**src/rtl/muldiv_pkg.sv**
```systemverilog
//------------------------------------------------------------------------------
// muldiv_pkg : shared operation select codes and FSM state encodings for muldiv
// Revision   : 1.0
//------------------------------------------------------------------------------
`default_nettype none

package muldiv_pkg;

   localparam logic [2:0] MD_MUL    = 3'd0;
   localparam logic [2:0] MD_MULH   = 3'd1;
   localparam logic [2:0] MD_MULHSU = 3'd2;
   localparam logic [2:0] MD_MULHU  = 3'd3;
   localparam logic [2:0] MD_DIV    = 3'd4;
   localparam logic [2:0] MD_DIVU   = 3'd5;
   localparam logic [2:0] MD_REM    = 3'd6;
   localparam logic [2:0] MD_REMU   = 3'd7;

   typedef enum logic [1:0] {
      ST_IDLE = 2'd0,
      ST_CALC = 2'd1,
      ST_FIX  = 2'd2,
      ST_DONE = 2'd3
   } state_e;

endpackage

`default_nettype wire

```
**src/rtl/muldiv_iter.sv**
```systemverilog
//------------------------------------------------------------------------------
// muldiv_iter : unsigned shift-add multiply / restoring divide, one bit per step
// Revision    : 1.0
//------------------------------------------------------------------------------
`default_nettype none

module muldiv_iter #(
   parameter int XLEN = 64
) (
   input  logic              clk,
   input  logic              rst_n,
   input  logic              load_i,
   input  logic              step_i,
   input  logic              div_i,
   input  logic              word_i,
   input  logic [XLEN-1:0]   a_i,
   input  logic [XLEN-1:0]   b_i,
   output logic [2*XLEN-1:0] acc_o,
   output logic [XLEN-1:0]   sr_o
);

   logic              div_q,  div_d;
   logic [2*XLEN-1:0] acc_q,  acc_d;
   logic [2*XLEN-1:0] mag_q,  mag_d;
   logic [XLEN-1:0]   sr_q,   sr_d;
   logic [XLEN:0]     w_rsh;
   logic [XLEN:0]     w_rsub;
   logic              w_ge;

   assign w_rsh  = {acc_q[XLEN-1:0], sr_q[XLEN-1]};
   assign w_rsub = w_rsh - {1'b0, mag_q[XLEN-1:0]};
   assign w_ge   = (w_rsh >= {1'b0, mag_q[XLEN-1:0]});

   always_comb begin
      div_d = div_q;
      acc_d = acc_q;
      mag_d = mag_q;
      sr_d  = sr_q;
      if (load_i) begin
         div_d = div_i;
         acc_d = '0;
         if (div_i) begin
            // Word dividends are parked at the top so the MSB shifts out first.
            mag_d = {{XLEN{1'b0}}, b_i};
            sr_d  = word_i ? (a_i << (XLEN/2)) : a_i;
         end else begin
            mag_d = {{XLEN{1'b0}}, a_i};
            sr_d  = b_i;
         end
      end else if (step_i) begin
         if (div_q) begin
            acc_d = {{(XLEN-1){1'b0}}, (w_ge ? w_rsub : w_rsh)};
            sr_d  = {sr_q[XLEN-2:0], w_ge};
         end else begin
            if (sr_q[0]) begin
               acc_d = acc_q + mag_q;
            end
            mag_d = mag_q << 1;
            sr_d  = sr_q >> 1;
         end
      end
   end

   always_ff @(posedge clk or negedge rst_n) begin
      if (!rst_n) begin
         div_q <= 1'b0;
         acc_q <= '0;
         mag_q <= '0;
         sr_q  <= '0;
      end else begin
         div_q <= div_d;
         acc_q <= acc_d;
         mag_q <= mag_d;
         sr_q  <= sr_d;
      end
   end

   assign acc_o = acc_q;
   assign sr_o  = sr_q;

endmodule

`default_nettype wire

```
**src/rtl/muldiv.sv**
```systemverilog
//------------------------------------------------------------------------------
// muldiv   : multi-cycle RISC-V M-extension multiply/divide unit (XLEN 32/64)
// Revision : 1.0
//------------------------------------------------------------------------------
`default_nettype none

module muldiv
   import muldiv_pkg::*;
#(
   parameter int XLEN = 64
) (
   input  logic            clk,
   input  logic            rst_n,
   input  logic            flush,
   input  logic            in_valid,
   output logic            in_ready,
   input  logic [2:0]      mdsel,
   input  logic            word,
   input  logic [XLEN-1:0] x,
   input  logic [XLEN-1:0] y,
   output logic            out_valid,
   input  logic            out_ready,
   output logic [XLEN-1:0] z
);

   localparam int              CW    = $clog2(XLEN + 1);
   localparam logic [XLEN-1:0] LO32  = XLEN'(32'hFFFF_FFFF);
   localparam logic [XLEN-1:0] MIN32 = XLEN'(32'h8000_0000);

   function automatic logic [XLEN-1:0] sext32(input logic [XLEN-1:0] v);
      return (v & LO32) | (v[31] ? ~LO32 : '0);
   endfunction

   state_e            state_q;
   logic [CW-1:0]     count_q;
   logic [XLEN-1:0]   z_q;
   logic [2:0]        op_q;
   logic              word_q;
   logic              negp_q, negq_q, negr_q;

   logic              w_word, w_signx, w_signy, w_sx, w_sy;
   logic [XLEN-1:0]   w_wmask, w_minw, w_xe, w_ye, w_ax, w_ay;
   logic              w_divz, w_ovf, w_special, w_accept;
   logic [XLEN-1:0]   w_sp_raw;
   logic [2*XLEN-1:0] w_acc, w_prod;
   logic [XLEN-1:0]   w_sr, w_mulres, w_q, w_r, w_res;

   assign w_word   = word && (XLEN == 64);
   assign w_wmask  = w_word ? LO32 : {XLEN{1'b1}};
   assign w_minw   = w_word ? MIN32 : {1'b1, {(XLEN-1){1'b0}}};
   assign w_xe     = x & w_wmask;
   assign w_ye     = y & w_wmask;
   assign w_sx     = w_word ? x[31] : x[XLEN-1];
   assign w_sy     = w_word ? y[31] : y[XLEN-1];
   assign w_signx  = mdsel inside {MD_MULH, MD_MULHSU, MD_DIV, MD_REM};
   assign w_signy  = mdsel inside {MD_MULH, MD_DIV, MD_REM};
   assign w_ax     = (w_signx && w_sx) ? ((-w_xe) & w_wmask) : w_xe;
   assign w_ay     = (w_signy && w_sy) ? ((-w_ye) & w_wmask) : w_ye;

   // Divide-by-zero and signed overflow bypass the iteration entirely.
   assign w_divz    = mdsel[2] && (w_ye == '0);
   assign w_ovf     = mdsel[2] && !mdsel[0] && (w_xe == w_minw) && (w_ye == w_wmask);
   assign w_special = w_divz || w_ovf;
   assign w_sp_raw  = w_divz ? (mdsel[1] ? w_xe : {XLEN{1'b1}})
                             : (mdsel[1] ? '0   : w_xe);
   assign w_accept  = in_valid && (state_q == ST_IDLE) && !flush;

   muldiv_iter #(.XLEN(XLEN)) u_iter (
      .clk    (clk),
      .rst_n  (rst_n),
      .load_i (w_accept && !w_special),
      .step_i (state_q == ST_CALC),
      .div_i  (mdsel[2]),
      .word_i (w_word),
      .a_i    (w_ax),
      .b_i    (w_ay),
      .acc_o  (w_acc),
      .sr_o   (w_sr)
   );

   assign w_prod   = negp_q ? -w_acc : w_acc;
   assign w_mulres = (op_q == MD_MUL) ? w_prod[XLEN-1:0]
                   : (word_q ? XLEN'(w_prod[63:32]) : w_prod[2*XLEN-1:XLEN]);
   assign w_q      = negq_q ? -w_sr : w_sr;
   assign w_r      = negr_q ? -w_acc[XLEN-1:0] : w_acc[XLEN-1:0];
   assign w_res    = op_q[2] ? (op_q[1] ? w_r : w_q) : w_mulres;

   always_ff @(posedge clk or negedge rst_n) begin
      if (!rst_n) begin
         state_q <= ST_IDLE;
         count_q <= '0;
         z_q     <= '0;
         op_q    <= '0;
         word_q  <= 1'b0;
         negp_q  <= 1'b0;
         negq_q  <= 1'b0;
         negr_q  <= 1'b0;
      end else if (flush) begin
         state_q <= ST_IDLE;
      end else begin
         case (state_q)
            ST_IDLE: begin
               if (in_valid) begin
                  op_q   <= mdsel;
                  word_q <= w_word;
                  negp_q <= (mdsel == MD_MULH) ? (w_sx ^ w_sy) : ((mdsel == MD_MULHSU) && w_sx);
                  negq_q <= mdsel[2] && !mdsel[0] && (w_sx ^ w_sy);
                  negr_q <= mdsel[2] && !mdsel[0] && w_sx;
                  if (w_special) begin
                     z_q     <= w_word ? sext32(w_sp_raw) : w_sp_raw;
                     state_q <= ST_DONE;
                  end else begin
                     count_q <= w_word ? CW'(32) : CW'(XLEN);
                     state_q <= ST_CALC;
                  end
               end
            end
            ST_CALC: begin
               count_q <= count_q - CW'(1);
               if (count_q == CW'(1)) begin
                  state_q <= ST_FIX;
               end
            end
            ST_FIX: begin
               z_q     <= word_q ? sext32(w_res) : w_res;
               state_q <= ST_DONE;
            end
            ST_DONE: begin
               if (out_ready) begin
                  state_q <= ST_IDLE;
               end
            end
            default: state_q <= ST_IDLE;
         endcase
      end
   end

   assign in_ready  = (state_q == ST_IDLE);
   assign out_valid = (state_q == ST_DONE);
   assign z         = z_q;

endmodule

`default_nettype wire

```
**config.mk**
```make
export PLATFORM = sky130hd
export DESIGN_NAME = muldiv
export DESIGN_NICKNAME = d
export VERILOG_FILES = /design/src/rtl/muldiv_pkg.sv /design/src/rtl/muldiv_iter.sv /design/src/rtl/muldiv.sv
export SDC_FILE = /design/constraint.sdc
export NUM_CORES = 2
export LEC_CHECK = 0
export CORE_ASPECT_RATIO = 1.25
export CORE_UTILIZATION = 30
export DETAILED_ROUTE_END_ITERATION = 8
export PLACE_DENSITY_LB_ADDON = 0.1
export SYNTH_ARGS = -nofsm -noshare
export SYNTH_HDL_FRONTEND = slang
export SYNTH_SLANG_ARGS = --single-unit
```
**constraint.sdc**
```tcl
create_clock -name clk -period 5.5 [get_ports clk]
set_clock_uncertainty 0.05 [all_clocks]
set_input_delay 1.65 -clock clk [delete_from_list [all_inputs] [get_ports clk]]
set_output_delay 1.65 -clock clk [all_outputs]
set_load 0.02 [all_outputs]
```
==> images/final_congestion.png <==
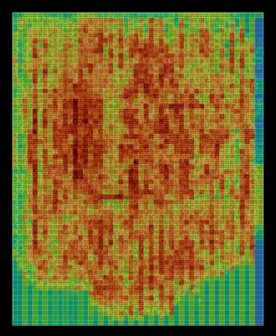
met3 Use GR: 3.50%
GR peak layer: met2

==> images/met2.png <==
Scale: 1 px per µm.
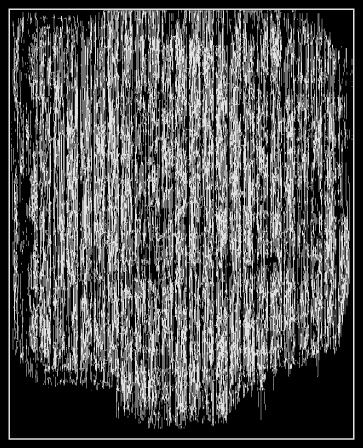
The layer holds 48% of the routed length. The layer carries 119 mm of wire. The longest straight run is 142 µm. The wires run mostly vertical. 5542 nets have wire on it.

==> images/registers.png <==
Scale: 1 px per µm. Other sequential cells in the stronger gray, the rest of the logic in the fainter gray.
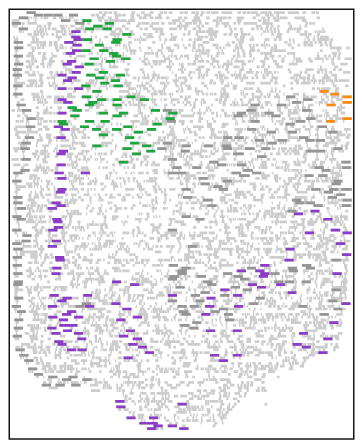
Orange stands for `count_q`, placed flops 7, where north-east. Purple stands for `u_iter.acc_o`, placed flops 128, where all over the die. Green stands for `z`, placed flops 64.

==> impl_metrics.csv <==
group,metric,value,unit
setup_path,worst_r2r_path_depth,15,
min_path,hp-class,"reg2reg",
final_timing,max_freq,192,MHz
cells_and_area,final-seq-area,10100,µm²
grt,antenna_found_initial,10,
drt,wire_per_inst,29.8,µm
clock_network,clock_sinks,401,
min_path,worstHoldStart,"z[46]$_DFFE_PN0P_",
flow_run,warnings,37,
logic_synthesis,most_common_cell,"nand2_1",
clock_network,cts_buffer_depth,3,
cells_and_area,layout_top_cell,"nand2_1",
pwr,switchingPower,17300,µW
logic_synthesis,logic_family,"AND-OR/OR-AND gates",
pwr,pwr-share-clk,12.8,%
drt,highest_layer,"met5",
grt,use_met1,41.5,%
clock_network,cts-root-buf,"clkbuf_16",
grt,overflow,0,
logic_synthesis,yosysWarnings,0,
cells_and_area,clockNetworkAreaShare,3.65,%
final_timing,finalCritPeriodShare,94.5,%
setup_path,r2r_end,"u_iter.acc_o[103]$_DFFE_PN0P_",
placed_design,place_area,50200,µm²
logic_synthesis,syn_inst,6175,
logic_synthesis,postSynthSeqShare,23.0,%
cells_and_area,nClkBuffers,72,
grt,grt_max_degree,184,
logic_synthesis,synth-async-reset-ratio,100,%
floorplanning,rows,156,
grt,grt_pass1_wl,353,mm
cells_and_area,drive_gt1_share,10.2,%
final_timing,post-route-min-period,5200,ps
floorplanning,die-area,147000,µm²
status,outcome,"completed",
final_timing,worst_pin_slew,1210,ps
pwr,pwr.group.sequential,5940,µW
flow_run,maxCapViolCount,0,
logic_synthesis,top_area_share,23.0,%
cells_and_area,layout_top_cells,"864 x nand2_1, 729 x o21ai_0, 670 x a21oi_1",
grt,globalRouteTotalUtil,33.0,%
logic_synthesis,ys_sh_aoi,30.7,%
cells_and_area,comb_cells,5107,
setup_path,cp-end-kind,"flip-flop",
clock_network,path_clk_slew,60,ps
logic_synthesis,yosysUniqueCellTypes,86,
clock_network,clock.latency.late_pin,690,ps
cells_and_area,final_cell_area,52100,µm²
clock_network,cts_buffers,54,
pwr,p_int,13200,µW
final_timing,relSlewSlack,19.1,%
placed_design,place.gp.congestion,1.02,
logic_synthesis,yosys.area_share.simple,21.1,%
setup_path,worstSetupEndpoint,"u_iter.acc_o[103]$_DFFE_PN0P_",
cells_and_area,largest_class,"multi-input combinational cells",
setup_path,cp.arrival,5720,ps
logic_synthesis,fp_nets,6516,
pwr,clk-power,3910,µW
min_path,hold_path_depth,2,
cells_and_area,areaGrowthSynthToFinish,19.5,%
kinds of logic (layout without fill, tap and decap cells):
kind of cell             after synthesis  count (layout)
XOR/XNOR                             538             538
flip-flops                           401             401
AND/OR/NAND/NOR                     2013            2013
multiplexers                         112             112
buffers and inverters                667             973
adder cells (fa/ha/maj)              206             206
AND-OR/OR-AND                       2238            2238
other                                  0               2
critical path: stages, from the launching register on:
cell	delay, ps
dfrtp_1	440
ha_1	420
o21ai_0	220
a2111oi_0	490
a32oi_1	280
or4b_2	730
a2111o_1	570
o21ai_0	210
buf_4	160
a21oi_1	100
nor2_1	430
a31oi_1	320
o31ai_1	300
buf_4	160
xnor2_1	100
o21ai_0	90
Power is estimated from default activity; no workload was simulated.
